==> config.mk <==
export PLATFORM = sky130hd
export DESIGN_NAME = mem_arbiter_flat
export DESIGN_NICKNAME = d
export VERILOG_FILES = /design/src/rtl/mem_arb_pkg.sv /design/src/rtl/mem_arb_if.sv /design/src/rtl/mem_arb_pick.sv /design/src/rtl/mem_arbiter.sv /design/src/flat_wrapper.sv
export SDC_FILE = /design/constraint.sdc
export NUM_CORES = 1
export LEC_CHECK = 0
export ABC_AREA = 1
export CORE_AREA = 2 2 102 104
export DETAILED_ROUTE_END_ITERATION = 10
export DIE_AREA = 0 0 104 106
export PLACE_DENSITY = 0.63
export SYNTH_ARGS = -nofsm -noshare
export SYNTH_HDL_FRONTEND = slang
export SYNTH_SLANG_ARGS = --single-unit
==> constraint.sdc <==
create_clock -name clk -period 2.5 [get_ports clk]
set_input_delay 0.75 -clock clk [delete_from_list [all_inputs] [get_ports clk]]
set_output_delay 0.75 -clock clk [all_outputs]
set_load 0.01 [all_outputs]
==> src/rtl/mem_arb_pkg.sv <==
// rtl/mem_arb_pkg.sv - shared types and defaults for the memory arbiter
package mem_arb_pkg;

  localparam int STARVE_MAX_DEF = 4;

  typedef enum logic [1:0] {
    GNT_NONE = 2'd0,
    GNT_IF   = 2'd1,
    GNT_D    = 2'd2
  } gnt_e;

  // Width of a counter that must hold 0..max inclusive.
  function automatic int cnt_w(input int max);
    return (max < 1) ? 1 : $clog2(max + 1);
  endfunction

endpackage

==> src/rtl/mem_arb_if.sv <==
// rtl/mem_arb_if.sv - requester and single-port RAM bundle for the memory arbiter
interface mem_arb_if #(
  parameter int ADDR_W = 32
);

  logic              if_req;
  logic [ADDR_W-1:0] if_addr;
  logic              if_gnt;
  logic              if_rvalid;
  logic [31:0]       if_rdata;

  logic              d_req;
  logic              d_we;
  logic [ADDR_W-1:0] d_addr;
  logic [31:0]       d_wdata;
  logic              d_gnt;
  logic              d_rvalid;
  logic              d_err;
  logic [31:0]       d_rdata;

  logic              mem_we;
  logic [ADDR_W-1:0] mem_addr;
  logic [31:0]       mem_din;
  logic [31:0]       mem_dout;

  // Environment side: requesters and the RAM itself.
  modport master (
    output if_req, if_addr, d_req, d_we, d_addr, d_wdata, mem_dout,
    input  if_gnt, if_rvalid, if_rdata, d_gnt, d_rvalid, d_err, d_rdata,
    input  mem_we, mem_addr, mem_din
  );

  // Arbiter side.
  modport slave (
    input  if_req, if_addr, d_req, d_we, d_addr, d_wdata, mem_dout,
    output if_gnt, if_rvalid, if_rdata, d_gnt, d_rvalid, d_err, d_rdata,
    output mem_we, mem_addr, mem_din
  );

endinterface

==> src/rtl/mem_arb_pick.sv <==
// rtl/mem_arb_pick.sv - combinational winner selection between fetch and data
module mem_arb_pick
  import mem_arb_pkg::*;
#(
  parameter int STARVE_MAX = STARVE_MAX_DEF,
  parameter int CW         = cnt_w(STARVE_MAX)
) (
  input  logic          if_req,
  input  logic          d_req,
  input  logic [CW-1:0] starve_cnt,
  output gnt_e          pick
);

  logic starved;

  assign starved = (starve_cnt == CW'(STARVE_MAX));

  // Data normally wins; a fetch that has lost STARVE_MAX contests in a row takes the slot.
  always_comb begin
    pick = GNT_NONE;
    if (d_req && !(if_req && starved)) begin
      pick = GNT_D;
    end else if (if_req) begin
      pick = GNT_IF;
    end
  end

endmodule

==> src/rtl/mem_arbiter.sv <==
// rtl/mem_arbiter.sv - fetch/data arbiter in front of a single-port RAM
module mem_arbiter
  import mem_arb_pkg::*;
#(
  parameter int STARVE_MAX = STARVE_MAX_DEF,
  parameter int ADDR_W     = 32
) (
  input logic      clk,
  input logic      rst,
  mem_arb_if.slave bus
);

  localparam int CW = cnt_w(STARVE_MAX);

  logic [CW-1:0]     starve_cnt;
  gnt_e              pick;
  gnt_e              winner;
  logic              d_misal;
  logic              if_pend;
  logic              d_pend;
  logic              err_q;
  logic [ADDR_W-1:0] addr_sel;

  assign d_misal = (bus.d_addr[1:0] != 2'b00);

  mem_arb_pick #(
    .STARVE_MAX (STARVE_MAX),
    .CW         (CW)
  ) u_pick (
    .if_req     (bus.if_req),
    .d_req      (bus.d_req),
    .starve_cnt (starve_cnt),
    .pick       (pick)
  );

  // Nothing is granted while reset is held, so no read can be left pending across it.
  assign winner = rst ? GNT_NONE : pick;

  // Grant strobes and RAM controls follow the winner in the same cycle.
  always_comb begin
    bus.if_gnt  = 1'b0;
    bus.d_gnt   = 1'b0;
    bus.mem_we  = 1'b0;
    bus.mem_din = '0;
    addr_sel    = '0;
    case (winner)
      GNT_IF: begin
        bus.if_gnt  = 1'b1;
        addr_sel    = bus.if_addr;
        bus.mem_din = bus.d_wdata;
      end
      GNT_D: begin
        bus.d_gnt   = 1'b1;
        addr_sel    = bus.d_addr;
        bus.mem_we  = bus.d_we & ~d_misal;
        bus.mem_din = bus.d_wdata;
      end
      default: ;
    endcase
  end

  assign bus.mem_addr = addr_sel;

  // Starvation counter and read-owner/error flags for the access granted this cycle.
  always_ff @(posedge clk) begin
    if (rst) begin
      starve_cnt <= '0;
      if_pend    <= 1'b0;
      d_pend     <= 1'b0;
      err_q      <= 1'b0;
    end else begin
      if (winner == GNT_IF) begin
        starve_cnt <= '0;
      end else if (winner == GNT_D && bus.if_req && starve_cnt != CW'(STARVE_MAX)) begin
        starve_cnt <= starve_cnt + 1'b1;
      end
      if_pend <= (winner == GNT_IF);
      d_pend  <= (winner == GNT_D) && !bus.d_we && !d_misal;
      err_q   <= (winner == GNT_D) && d_misal;
    end
  end

  // Responses are masked during reset so a pre-reset grant never surfaces.
  assign bus.if_rvalid = if_pend & ~rst;
  assign bus.d_rvalid  = d_pend & ~rst;
  assign bus.d_err     = err_q & ~rst;
  assign bus.if_rdata  = bus.if_rvalid ? bus.mem_dout : 32'h0;
  assign bus.d_rdata   = bus.d_rvalid ? bus.mem_dout : 32'h0;

endmodule

==> src/flat_wrapper.sv <==
// flat-port wrapper written by rule: the top's interface ports become plain ports
module mem_arbiter_flat import mem_arb_pkg::*;
#(
  parameter int STARVE_MAX = STARVE_MAX_DEF,
  parameter int ADDR_W     = 32
)
  (clk, rst, bus_if_req, bus_if_addr, bus_d_req, bus_d_we, bus_d_addr, bus_d_wdata, bus_mem_dout, bus_if_gnt, bus_if_rvalid, bus_if_rdata, bus_d_gnt, bus_d_rvalid, bus_d_err, bus_d_rdata, bus_mem_we, bus_mem_addr, bus_mem_din);
  mem_arb_if #(.ADDR_W(ADDR_W)) bus_i ();
  input logic clk;
  input logic rst;
  input wire logic [$bits(bus_i.if_req)-1:0] bus_if_req;
  input wire logic [$bits(bus_i.if_addr)-1:0] bus_if_addr;
  input wire logic [$bits(bus_i.d_req)-1:0] bus_d_req;
  input wire logic [$bits(bus_i.d_we)-1:0] bus_d_we;
  input wire logic [$bits(bus_i.d_addr)-1:0] bus_d_addr;
  input wire logic [$bits(bus_i.d_wdata)-1:0] bus_d_wdata;
  input wire logic [$bits(bus_i.mem_dout)-1:0] bus_mem_dout;
  output wire logic [$bits(bus_i.if_gnt)-1:0] bus_if_gnt;
  output wire logic [$bits(bus_i.if_rvalid)-1:0] bus_if_rvalid;
  output wire logic [$bits(bus_i.if_rdata)-1:0] bus_if_rdata;
  output wire logic [$bits(bus_i.d_gnt)-1:0] bus_d_gnt;
  output wire logic [$bits(bus_i.d_rvalid)-1:0] bus_d_rvalid;
  output wire logic [$bits(bus_i.d_err)-1:0] bus_d_err;
  output wire logic [$bits(bus_i.d_rdata)-1:0] bus_d_rdata;
  output wire logic [$bits(bus_i.mem_we)-1:0] bus_mem_we;
  output wire logic [$bits(bus_i.mem_addr)-1:0] bus_mem_addr;
  output wire logic [$bits(bus_i.mem_din)-1:0] bus_mem_din;
  assign bus_i.if_req = bus_if_req;
  assign bus_i.if_addr = bus_if_addr;
  assign bus_i.d_req = bus_d_req;
  assign bus_i.d_we = bus_d_we;
  assign bus_i.d_addr = bus_d_addr;
  assign bus_i.d_wdata = bus_d_wdata;
  assign bus_i.mem_dout = bus_mem_dout;
  assign bus_if_gnt = bus_i.if_gnt;
  assign bus_if_rvalid = bus_i.if_rvalid;
  assign bus_if_rdata = bus_i.if_rdata;
  assign bus_d_gnt = bus_i.d_gnt;
  assign bus_d_rvalid = bus_i.d_rvalid;
  assign bus_d_err = bus_i.d_err;
  assign bus_d_rdata = bus_i.d_rdata;
  assign bus_mem_we = bus_i.mem_we;
  assign bus_mem_addr = bus_i.mem_addr;
  assign bus_mem_din = bus_i.mem_din;
  mem_arbiter #(.STARVE_MAX(STARVE_MAX), .ADDR_W(ADDR_W)) u_core (.clk(clk), .rst(rst), .bus(bus_i));
endmodule
Fig. 1: run 1, placed standard cells
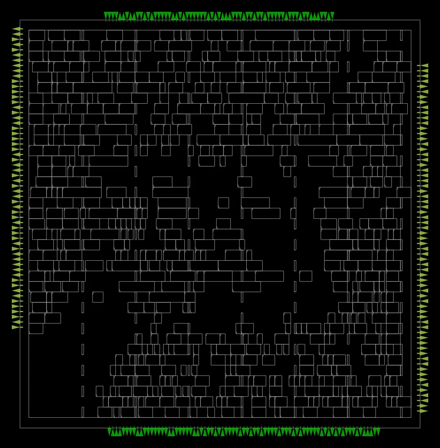
# fillers: 953
flop count: 6
final core utilization: 54.2%

Fig. 2: run 1, a small window of the routed layout
Window x 37 to 67, y 38 to 68 µm. Cells in grey, sequential cells in the stronger grey; small squares are vias.
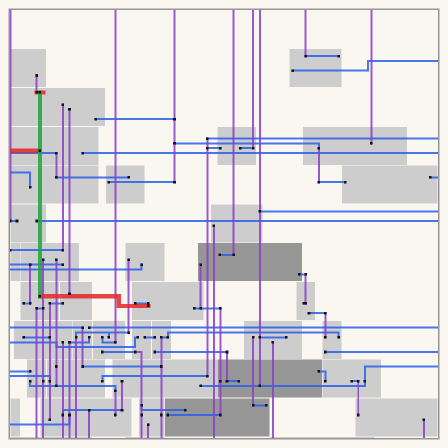
Key: M4 = green; M3 = red; M1 = blue; M2 = purple
Most frequent: buf_12 (6), buf_4 (4). Sequential cells in the window: 3. 35 logic cells have their middle in the window.

==> flow_metrics.py, run 1 <==
# Auto-generated metrics
metrics = {
    "final_timing": {
        "setup_viol_count_final": 64,
        "maxSlewHeadroom_pct": 76.9,
        "rsz0062_at_grt": "yes",
        "worstMarginPinSlew_ns": 0.347,
        "worst_slack_ns": -0.195,
    },
    "cells_and_area": {
        "nClkBuffers": 3,
        "num-nonclk-inverters": 78,
        "logic_gates": 225,
        "clkCellAreaFrac_pct": 0.761,
        "lay_top_cells": "clkdlybuf4s50_1 (129), inv_1 (75), nor2_1 (72)",
    },
    "worst_hold_path": {
        "min_from": "u_core.starve_cnt[0]",
        "hold_end": "u_core.starve_cnt[0]",
    },
    "power_and_ir_drop": {
        "finalPower_w": 0.00101,
        "combPwrFrac_pct": 75.4,
        "maxPowerGroup": "combinational logic",
        "powerClk_w": 0.000147,
        "p_leak_nw": 2.52,
        "pg_seq_w": 0.000101,
    },
    "yosys": {
        "topCellsByArea": "nor2_1 (24%), inv_1 (18%), nand4_1 (12%)",
        "synthesis.area_mm2": 0.00163,
        "yosys.area.top_type_share_pct": 24.1,
        "syn_inst": 335,
        "synth_cell_types": 17,
        "synthXorXnorAreaFrac_pct": 0,
    },
    "placed_design": {
        "place_area_mm2": 0.00508,
    },
    "die": {
        "ios": 267,
        "fp_util_pct": 16.3,
        "placementRows": 37,
        "die_h_um": 106,
    },
    "global_route": {
        "antenna_found_initial": 0,
        "grt_max_degree": 34,
        "grt_pass1_wl_um": 15900,
    },
    "flow_run": {
        "tool_warnings": 30,
    },
    "clock_tree": {
        "cts_tree": "built",
        "ctsHoldBuffers": 0,
    },
    "worst_setup_path": {
        "cp_common_cell": "buf_6",
        "cp_num_buf_inv": 5,
        "path_cells": "buf_6, nand3_4, nand2_4, nor2_4, inv_2, ha_4, buf_12, buf_16, a21oi_4, buf_6",
        "rr_worst_depth": 12,
    },
    "status": {
        "outcome": "complete, but fails checks",
        "violations": "setup timing",
    },
    "drt": {
        "highest_layer": "met4",
    },
}
Fig. 3: run 1, logic cells by family
Scale: 4 px per µm.
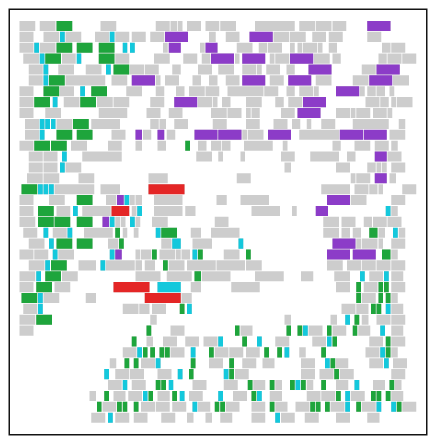
Key: aoi and oai cells = purple [cells 35]; nor cells = green [cells 106, where widely spread]; fa/ha/maj cells = red [cells 4]; inv cells = cyan [cells 78, where widely spread]
most numerous logic cell after layout: clkdlybuf4s50_1
logic share of the area: 30.3%
fin cells: 750

Fig. 4: run 1, signal metal coverage by tile
Scale: 2 px per µm. The die is cut into 21 by 21 equal tiles; dark purple is low, yellow is high, scaled to the fullest tile. Values are wire area over tile area, all layers added.
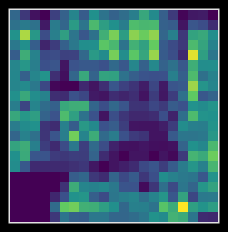

==> run 2, diff against run 1 <==
REMOVE_ABC_BUFFERS = 1   (was unset)
Fig. 5: run 2, signal metal coverage by tile
Scale: 2 px per µm. The die is cut into 21 by 21 equal tiles; dark purple is low, yellow is high, scaled to the fullest tile. Values are wire area over tile area, all layers added.
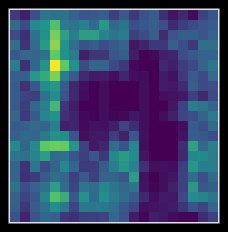
8.4% of the tiles are over half the peak. The mean over all tiles is 0.17. The emptiest ninth of the die: centre. 9.3% of the tiles are nearly empty. The fullest tile reaches 0.67. The densest ninth of the die: north-west.
via count: 3272
final WL: 11100 µm

==> flow_metrics.py, run 2 <==
# Auto-generated metrics
metrics = {
    "clock_tree": {
        "numCtsBuffers": 3,
        "cts_tree": "built",
        "ctsResizeCount": 427,
        "insertion_delay_ns": 0.23,
        "ctsHoldBuffers": 0,
    },
    "worst_setup_path": {
        "rrSetupSlack_ns": 0.50,
        "crit_start": "bus_if_req",
        "worst_setup_path_start_kind": "input port",
        "timing.rr.start": "u_core.starve_cnt[0]",
        "critPathMaxFanout": 6,
        "path_cells": "buf_8, nand3_4, nand2_4, nor2_4, inv_2, ha_4, buf_12, buf_16, a21oi_1, buf_2",
        "cp_num_buf_inv": 5,
        "cp-endpoint": "bus_mem_addr[15]",
        "worstSetupPathType": "in2out",
        "rr_worst_depth": 14,
    },
    "cells_and_area": {
        "num-nonclk-inverters": 78,
        "largest_class": "non-clock buffers",
        "final_util_pct": 50.6,
        "layout-drive-gt1-share_pct": 32.2,
        "layout_top_cell": "clkdlybuf4s50_1",
        "fillers": 1006,
        "logic_area_mm2": 0.00139,
        "num-nets-final": 766,
        "syn2layout_area_growth_pct": 210,
        "flop-count": 6,
        "nonClkBufAreaFrac_pct": 60.2,
        "lay_top_cells": "clkdlybuf4s50_1 (129), nor2_1 (79), inv_1 (73)",
        "fin_area_mm2": 0.00506,
        "logic_gates": 225,
        "nClkBuffers": 3,
        "n_all_buffers": 315,
        "clkCellAreaFrac_pct": 0.816,
    },
    "final_timing": {
        "worstMarginPinSlew_ns": 0.361,
        "worst_slack_ns": -0.254,
        "rsz0062_at_grt": "yes",
        "maxSlewHeadroom_pct": 75.9,
        "finalClockPeriodUsage_pct": 110,
        "setup_viol_count_final": 66,
        "finClkSkew_ns": 0.00262,
        "fmax_ghz": 0.363,
        "tns_ns": -12.80,
    },
    "yosys": {
        "ys_area_mm2": 0.00163,
        "synthesis.area_mm2": 0.00163,
        "synthTopCellsByCount": "nor2_1 (105), inv_1 (77), nand2_1 (44)",
        "topCellsByArea": "nor2_1 (24%), inv_1 (18%), nand4_1 (12%)",
        "dominantRegCellSynth": "dfxtp_1",
        "ys_sh_adder_pct": 3.07,
        "yosys.area.top_type_share_pct": 24.1,
        "enable_flop_cells": 0,
        "synthXorXnorAreaFrac_pct": 0,
        "syn_inst": 335,
        "synth_cell_types": 17,
    },
    "die": {
        "tap_cells": 136,
        "placementRows": 37,
        "fp_util_pct": 16.3,
        "ios": 267,
        "dieWidth_um": 104,
        "die_h_um": 106,
    },
    "flow_run": {
        "tool_warnings": 29,
        "maxCapViolCount": 0,
    },
    "worst_hold_path": {
        "worstHoldPathCells": 2,
        "hold_end": "u_core.starve_cnt[2]",
        "min_from": "u_core.starve_cnt[2]",
    },
    "drt": {
        "routedLengthMet1_um": 4020,
        "dr_wl_met3_um": 979,
        "wl_met2_um": 5800,
        "highest_layer": "met5",
        "drt_iter0_drc": 135,
        "final_antenna_net_count": 0,
    },
    "power_and_ir_drop": {
        "finalPower_w": 0.000955,
        "power.density_mw_per_mm2": 189,
        "clkPwrFrac_pct": 15.8,
        "powerClk_w": 0.000150,
        "combPwrFrac_pct": 73.6,
        "pg_seq_w": 0.000101,
        "p_leak_nw": 2.63,
        "maxPowerGroup": "combinational logic",
    },
    "status": {
        "outcome": "complete, but fails checks",
        "violations": "setup timing",
    },
    "global_route": {
        "antenna_found_initial": 1,
        "gr-usage-met2_pct": 35.6,
        "grt_max_degree": 34,
        "busiest_layer": "met2",
        "grt_pass1_wl_um": 16500,
    },
    "placed_design": {
        "place.port_buffers": 266,
        "place_area_mm2": 0.00450,
    },
}
Fig. 6: run 2, logic cells by family
Scale: 4 px per µm.
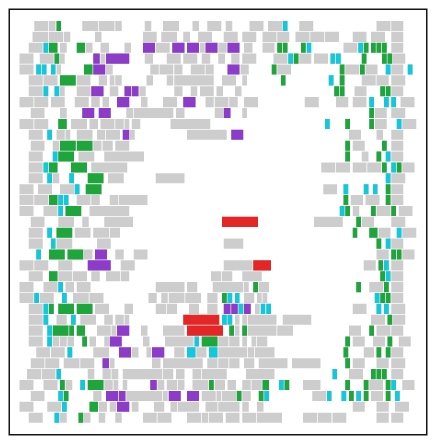
Key: inv cells = cyan [cells 78, where widely spread]; aoi and oai cells = purple [cells 35]; fa/ha/maj cells = red [cells 4]; nor cells = green [cells 106, where widely spread]
fin cells: 763
logic share of the area: 27.4%

